## src/rtl/bcd_conv_sched.sv

```systemverilog
// bcd_conv_sched: two-channel binary-to-BCD converter sharing one iterative double-dabble engine
module bcd_conv_sched #(
  parameter bit SAT_EN = 1'b1
) (
  input  logic        clk,
  input  logic        reset_n,
  input  logic        req_a,
  input  logic [9:0]  val_a,
  input  logic        req_b,
  input  logic [9:0]  val_b,
  output logic        ack_a,
  output logic        ack_b,
  output logic [11:0] dig_a,
  output logic [11:0] dig_b,
  output logic        ovf_a,
  output logic        ovf_b,
  output logic        busy
);
  typedef enum logic [1:0] {IDLE, CONV, DONE} state_t;
  state_t state, state_nx;
  logic [25:0] sr, sr_adj;
  logic [3:0] cnt;
  logic sel, elig_a, elig_b, grant, grant_b, wr_a, wr_b, ovf;
  logic [11:0] res;
  // a channel whose ack is showing this cycle was just served on this same request level
  assign elig_a = req_a & ~ack_a;
  assign elig_b = req_b & ~ack_b;
  // sel holds the last granted channel (1 = B); B wins a tie only when A was served last
  assign grant_b = elig_b & (~elig_a | ~sel);
  // the thousands digit never reaches 5, so it needs no correction but still flags overflow
  for (genvar n = 0; n < 4; n++) begin : g_adj
    assign sr_adj[10+4*n +: 4] = sr[10+4*n +: 4] >= 4'd5 ? sr[10+4*n +: 4] + 4'd3 : sr[10+4*n +: 4];
  end
  assign sr_adj[9:0] = sr[9:0];
  assign ovf = |sr[25:22];
  assign res = (SAT_EN && ovf) ? 12'h999 : sr[21:10];
  // state register
  always_ff @(posedge clk or negedge reset_n)
    if (!reset_n) state <= IDLE;
    else state <= state_nx;
  // next-state logic: ten iterations in CONV, then one write cycle in DONE
  always_comb
    state_nx = state == IDLE ? ((elig_a | elig_b) ? CONV : IDLE) :
               state == CONV ? (cnt == 4'd9 ? DONE : CONV) : IDLE;
  // output decode
  always_comb begin
    busy  = state != IDLE;
    grant = state == IDLE && (elig_a || elig_b);
    wr_a  = state == DONE && !sel;
    wr_b  = state == DONE && sel;
  end
  // converter datapath: load on grant, one adjust-and-shift per CONV cycle
  always_ff @(posedge clk or negedge reset_n)
    if (!reset_n) begin
      sr  <= '0;
      cnt <= '0;
      sel <= 1'b1;
    end else if (grant) begin
      sr  <= {16'd0, grant_b ? val_b : val_a};
      cnt <= '0;
      sel <= grant_b;
    end else if (state == CONV) begin
      sr  <= {sr_adj[24:0], 1'b0};
      cnt <= cnt + 4'd1;
    end
  // result registers and one-cycle acknowledge pulses
  always_ff @(posedge clk or negedge reset_n)
    if (!reset_n) begin
      ack_a <= 1'b0;
      ack_b <= 1'b0;
      dig_a <= '0;
      dig_b <= '0;
      ovf_a <= 1'b0;
      ovf_b <= 1'b0;
    end else begin
      ack_a <= wr_a;
      ack_b <= wr_b;
      if (wr_a) begin
        dig_a <= res;
        ovf_a <= ovf;
      end
      if (wr_b) begin
        dig_b <= res;
        ovf_b <= ovf;
      end
    end
endmodule

```

## config.mk

```make
export PLATFORM = sky130hd
export DESIGN_NAME = bcd_conv_sched
export DESIGN_NICKNAME = d
export VERILOG_FILES = /design/src/rtl/bcd_conv_sched.sv
export SDC_FILE = /design/constraint.sdc
export NUM_CORES = 1
export LEC_CHECK = 0
export ABC_CLOCK_PERIOD_IN_PS = 1400
export CAP_MARGIN = 20
export CELL_PAD_IN_SITES_DETAIL_PLACEMENT = 0
export CELL_PAD_IN_SITES_GLOBAL_PLACEMENT = 2
export CORE_MARGIN = 2
export CORE_UTILIZATION = 31
export CTS_BUF_LIST = sky130_fd_sc_hd__clkbuf_8
export CTS_CLUSTER_DIAMETER = 80
export DETAILED_ROUTE_END_ITERATION = 16
export GPL_TIMING_DRIVEN = 0
export PLACE_DENSITY = 0.8
export SLEW_MARGIN = 10
export SYNTH_ARGS = -nofsm -noshare
export SYNTH_HDL_FRONTEND = slang
export SYNTH_SLANG_ARGS = --single-unit
```

## constraint.sdc

```tcl
create_clock -name clk -period 1.4 [get_ports clk]
set_input_delay 0.28 -clock clk [delete_from_list [all_inputs] [get_ports clk]]
set_output_delay 0.28 -clock clk [all_outputs]
set_load 0.01 [all_outputs]
```

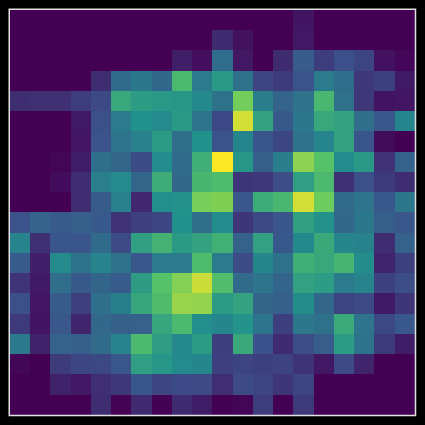
Fig. 1. Wire density map (run 1).
Drawn at 4 px/um. 20 x 20 tiles, from dark purple (low) to yellow (high), scaled to the fullest tile. Values are wire area over tile area, all layers added.
densest ninth of the die = middle
mean over tiles = 0.11
fullest tile = 0.41
emptiest ninth of the die = top left
tiles over half the peak = 18%
DRT Wirelength: 7227 um
routed len/inst: 14.57 um
GRT Util Overall: 13.94%
Via Count: 2371

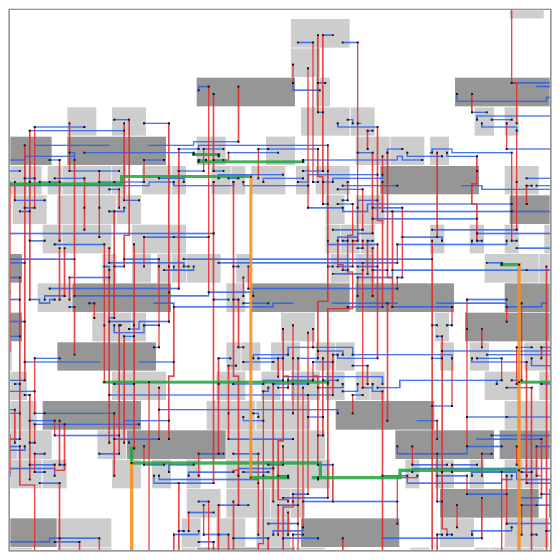
Fig. 2. A small window of the routed layout (run 1).
Region (26, 46) to (76, 96) um. Cells in gray, sequential cells in the stronger gray; small squares are vias.
red -> M2
green -> M3
blue -> M1
orange -> M4
netlist names of flops here include = sr (10), dig_b (3)
most frequent = nand2_1 (18), dfrtp_1 (16), o21ai_0 (12)
cells with their middle in the window = 118
sequential cells in the window = 16

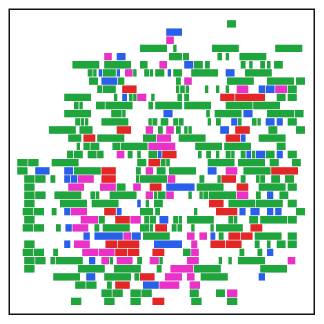
Fig. 3. Cell sizes after repair (run 1).
Drawn at 3 px/um.
red -> x6 and larger  # cells 33
magenta -> x3 and x4  # cells 46, most used buf_4
green -> x1 and smaller  # cells 257, most used dfrtp_1
blue -> x2  # cells 49, most used nand2_2
Non-CTS buffers: 92
Layout area overhead: 46.65%
setup ws final: -0.05110 ns
Final Cell Area: 0.004295 mm^2

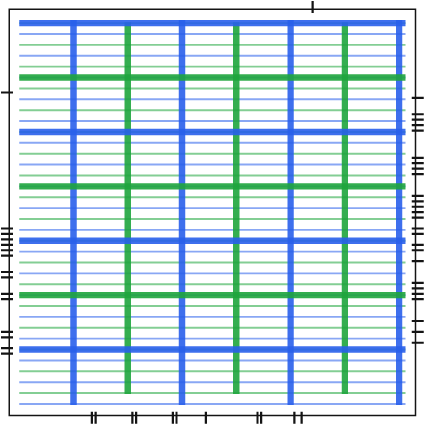
Fig. 4. Supply network (run 1).
Drawn at 4 px/um. Pins as bars on the die edge.
green -> VDD
blue -> VSS
met1 rails = 36
rows = 35
met5 straps = 7
met4 straps = 7
signal pins = 53
core area: 0.009196 mm^2
peak supply drop: 0.5318 mV
Die H: 101.2 um
Die X: 101.2 um

==> impl_metrics.ini, run 1 <==
; implementation run metrics
[drt]
drc = 0
vias_per_cell = 4.780

[final_timing]
final-hold-violation-count = 0
report.final.slew_viol_count = 0
finClkSkew_ns = 0.009339
min_period_ns = 1.451
tightest_slew_ns = 0.7886
setup_ws_ns = -0.05110
setup_viol_count_final = 14

[yosys]
ys_ff = 61
yosys_warnings = 0
yosysSeqAreaShare_pct = 52.16

[global_routing]
grt_max_degree = 62
antenna_found_initial = 0

[outcome]
status = finished, violations left
violations = negative setup slack

[pwr]
power_density_mw_per_mm2 = 1963
leakagePower_uw = 0.002057

[cts]
cts_buffers = 9
ctsHoldBuffers = 0
clkTransAtPathRegs_ns = 0.07

[flow_run]
warning_count = 34

[floorplanning]
die_area_mm2 = 0.01024
initial_core_util_pct = 31.85
core.rowCount = 35

[worst_setup_path]
end_kind = flip-flop
cp-startpoint = state[0]$_DFF_PN0_
r2r_cells = 5
cp_max_fo = 5
critical_path.cell_chain = buf_6 > or3_4 > clkbuf_16 > nand2_2 > o21ai_2
worstSetupEndpoint = dig_a[5]$_DFFE_PN0P_
reg2reg_slack_ns = -0.05

[final_layout]
postLayoutCoreUtil_pct = 46.71
-- run 1: final cells by class --
cell class	instances	area, um^2
Timing Repair Buffer	83	795.8
Multi-Input combinational cell	204	1480
Clock inverter	3	17.52
Fill cell	918	4901
Sequential cell	61	1530
Buffer	9	106.4
Clock buffer	13	178.9
Tap cell	111	138.9
Inverter	12	47.55
-- run 1: through the flow --
stage | cells | power, uW | cell area (um^2)
detailed placement | 453 | 6014 | 3586
CTS | 486 | 8029 | 4063
finish | 496 | 8431 | 4295
global route | 496 | 9072 | 4295
global placement | 453 | 5958 | 3588
floorplan | 290 | 4824 | 2929
-- run 1: cells by family after synthesis --
group | Yosys count | synth area share, %
AOI/OAI and AO/OA | 68 | 14.65
and+or+nand+nor | 97 | 14.87
buffers and inverters | 26 | 4.357
DFF | 61 | 52.16
muxes | 19 | 6.878
xor gates and xnor gates | 8 | 2.392
adders and majority gates | 11 | 4.699
-- run 1: cells in the final DEF (no fill, tap or decap), types with 9 or more instances in the layout --
cell type / n
o21ai_1: 15
mux2_4: 9
mux2i_1: 9
o21ai_2: 10
dfrtp_1: 58
dlygate4sd2_1: 28
buf_4: 19
clkbuf_8: 14
nand2_2: 17
nand2_1: 39
buf_6: 14
clkdlybuf4s50_1: 22
o21ai_0: 26
-- run 1: critical path, delay by kind of cell, from the launching register on --
kind                   cells  cell delay (ns)
and+or+nand+nor            2             0.53
AOI/OAI and AO/OA          1             0.05
buffers and inverters      2             0.33
DFF                        1             0.43
-- run 1: cell usage after synthesis --
cell type   n  area share [%]
dfrtp_1    60              51
nand2_1    60             7.7
o21ai_0    38             6.5
ha_1       11             4.7
inv_1      11             1.4
mux2i_1    10             3.4
mux2_2      9             3.5
nand3_1     8             1.4
nor2_1      8             1.0
o21ai_1     7             1.2
clkbuf_1    6            0.77
o21ai_2     6             1.8
xnor2_1     6             1.8
a21oi_1     5            0.85
nand2b_1    5             1.1
and2_1      4            0.85
o311ai_0    4             1.2
buf_4       3            0.77
nor3_1      3            0.51
buf_2       2            0.34
buf_6       2            0.77
o31ai_1     2            0.51
xor2_1      2            0.60
a21bo_2     1            0.34
a21o_1      1            0.26
a22o_1      1            0.30
a32o_1      1            0.34
and2b_1     1            0.26
and2b_2     1            0.30
and2b_4     1            0.34
and3b_1     1            0.30
clkbuf_2    1            0.17
dfstp_2     1            0.90
inv_2       1            0.13
nand3b_1    1            0.26
nand4_1     1            0.21
nor3b_1     1            0.26
o21bai_4    1            0.64
o31ai_4     1            0.73
or2_2       1            0.21
or3_1       1            0.21
-- run 1: power breakdown --
group | switching, uW | internal [uW]
Combinational | 1910 | 2060
Sequential | 531 | 2410
Clock | 701 | 830
-- run 1: registers in the layout, summed over array words and instances (netlist names) --
name,cells
ack_b,1
ack_a,1
dig_a,12
ovf_b,1
sel,1
state,2
ovf_a,1
cnt,4
sr,26
dig_b,12
-- run 1: metal layers --
| layer | up-vias | routed length, um |
|---|---|---|
| li1 | 1169 | - |
| met1 | 1124 | 3360 |
| met2 | 68 | 3350 |
| met3 | 10 | 416 |
| met4 | 0 | 99 |
| met5 | - | 0 |
==> run 1 -> run 2 <==
- ABC_CLOCK_PERIOD_IN_PS: 1400 -> 1800
- CORE_ASPECT_RATIO: unset -> 0.6
- CORE_UTILIZATION: 31 -> 37
- PLACE_DENSITY: 0.8 -> 0.89
- TNS_END_PERCENT: unset -> 30
- clock period: 1.4 -> 1.8 ns (I/O delays scaled with it)
==> run 2 against run 1 <==
Net effect: the flow finishes with violations (negative hold slack); highest routed layer unchanged; largest cell class unchanged; area after synthesis did not move; critical path depth fell by 3; critical endpoint is now busy; die area fell by 15%.
==> impl_metrics.ini, run 2 <==
; implementation run metrics
[yosys]
async_reset_ff_share_pct = 100.0
synth-main-ff-cell = dfrtp_1
ys_top_cells_by_area = dfrtp_1 51%, nand2_1 7.7%, o21ai_0 6.5%
edf_count = 0
top_area_share_pct = 51.26

[final_layout]
syn2layout_area_growth_pct = 28.83
fin_area_mm2 = 0.003774
n_fill_cell = 752
top_regs = sr x26, dig_a x12, dig_b x12

[pwr]
peakVddDrop_mv = 0.6674
leakagePower_uw = 0.001721

[worst_setup_path]
end_kind = output pin
critical_path.cell_chain = or2_2 > dlygate4sd2_1

[final_timing]
whs_ns = -0.003248
tightest_slew_ns = 0.5546
final-hold-violation-count = 6
finClkSkew_ns = 0.01088

[outcome]
violations = negative hold slack
status = finished, violations left

[global_routing]
grt_max_degree = 62

[floorplanning]
core.rowCount = 25
core_area_mm2 = 0.007789

[placed_design]
place_area_mm2 = 0.003610

[cts]
ctsHoldBuffers = 0
clkTransAtPathRegs_ns = 0.07

[drt]
wl_per_cell_um = 14.33
drc = 0
==> run 2: worst paths after layout <==
| kind | startpoint | to | cells after the start |
|---|---|---|---|
| worst max register to register | ack_b$_DFF_PN0_ | sr[15]$_DFFE_PN0P_ | 5 |
| worst min-delay path | reset_n | cnt[2]$_DFFE_PN0P_ | 2 |
| max in group asynchronous | reset_n | sel$_DFFE_PN1P_ | 2 |
| min in group clk | dig_a[7]$_DFFE_PN0P_ | dig_a[7]$_DFFE_PN0P_ | 2 |
| worst max-delay path | state[0]$_DFF_PN0_ | busy | 2 |
| worst min register to register | dig_a[7]$_DFFE_PN0P_ | dig_a[7]$_DFFE_PN0P_ | 2 |
==> run 2: what timing repair did <==
| action | in CTS | in global routing |
|---|---|---|
| hold endpoints to repair | 0 | 0 |
| resized | 2 | 2 |
| gates cloned | 0 | 0 |
| endpoints found under the setup margin | 1 | 5 |
==> run 2: kinds of logic (layout without fill, tap and decap cells) <==
kind of cell	Yosys count	in the layout	synth area share (%)
buffers and inverters	26	95	4.357
AND-OR/OR-AND	68	68	14.65
XOR/XNOR	8	8	2.392
flip-flops	61	61	52.16
adder cells (fa/ha/maj)	11	11	4.699
AND/OR/NAND/NOR	97	97	14.87
multiplexers	19	19	6.878
==> run 2: power by group <==
part / switching [uW] / total, uW / internal (uW)
Sequential: 402 / 2270 / 1870
Clock: 515 / 1030 / 512
Combinational: 1240 / 2390 / 1150
==> run 2: routing by layer <==
layer / wire (um) / GRT usage [%] / vias to the layer above
met5: 0 / 0 / -
met4: 64 / 5.556 / 0
met3: 265 / 5.313 / 8
met2: 2613 / 23.24 / 42
met1: 3747 / 26.20 / 1093
li1: - / - / 1115
==> run 2: final cells by class <==
cell class	instances	area (um^2)	area share [%]
Timing Repair Buffer	53	544.3	14.42
Tap cell	108	135.1	3.581
Buffer	14	83.83	2.221
Multi-Input combinational cell	203	1274	33.75
Inverter	12	45.04	1.194
Sequential cell	61	1529	40.52
Clock inverter	6	25.02	0.6631
Clock buffer	10	137.6	3.647
==> run 2: critical path: cells and delay by family, from the launching register on <==
kind,cells,cell delay (ns)
and+or+nand+nor,1,0.30
DFF,1,0.45
buffers and inverters,1,0.29
==> run 2: metrics by stage <==
stage                     hold slack [ns]  setup TNS [ns]  utilization, %  power, uW
final                           -0.003248               0           48.45       5693
after global routing              0.03032               0           48.45       6192
after CTS                         0.01917               0           48.43       5743
after detailed placement           0.3873          -2.752           46.35       4699
after global placement             0.4639         -109.75           46.02       4646
after floorplan                   0.06441               0               -       3752
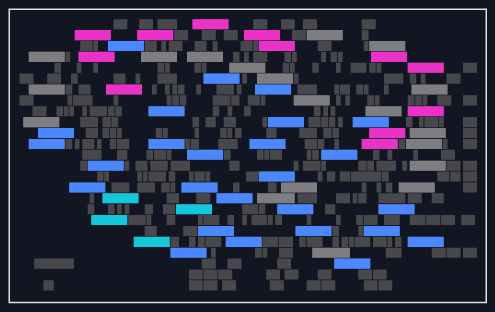
Fig. 5. Sequential cells grouped by signal name (run 2).
Drawn at 4 px/um. Other sequential cells in the stronger gray, the rest of the logic in the fainter gray.
blue -> sr  # flops 26
magenta -> dig_a  # flops 12
cyan -> cnt  # flops 4
not colored = 19

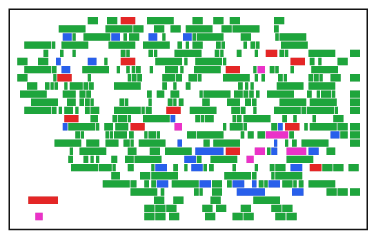
Fig. 6. Cell sizes after repair (run 2).
Drawn at 3 px/um.
red -> x6 and larger  # cells 13, most used clkbuf_8
blue -> x2  # cells 27, most used mux2_2
magenta -> x3 and x4  # cells 7, most used buf_4
green -> x1 and smaller  # cells 312, most used nand2_1

Power is estimated from default activity; no workload was simulated.
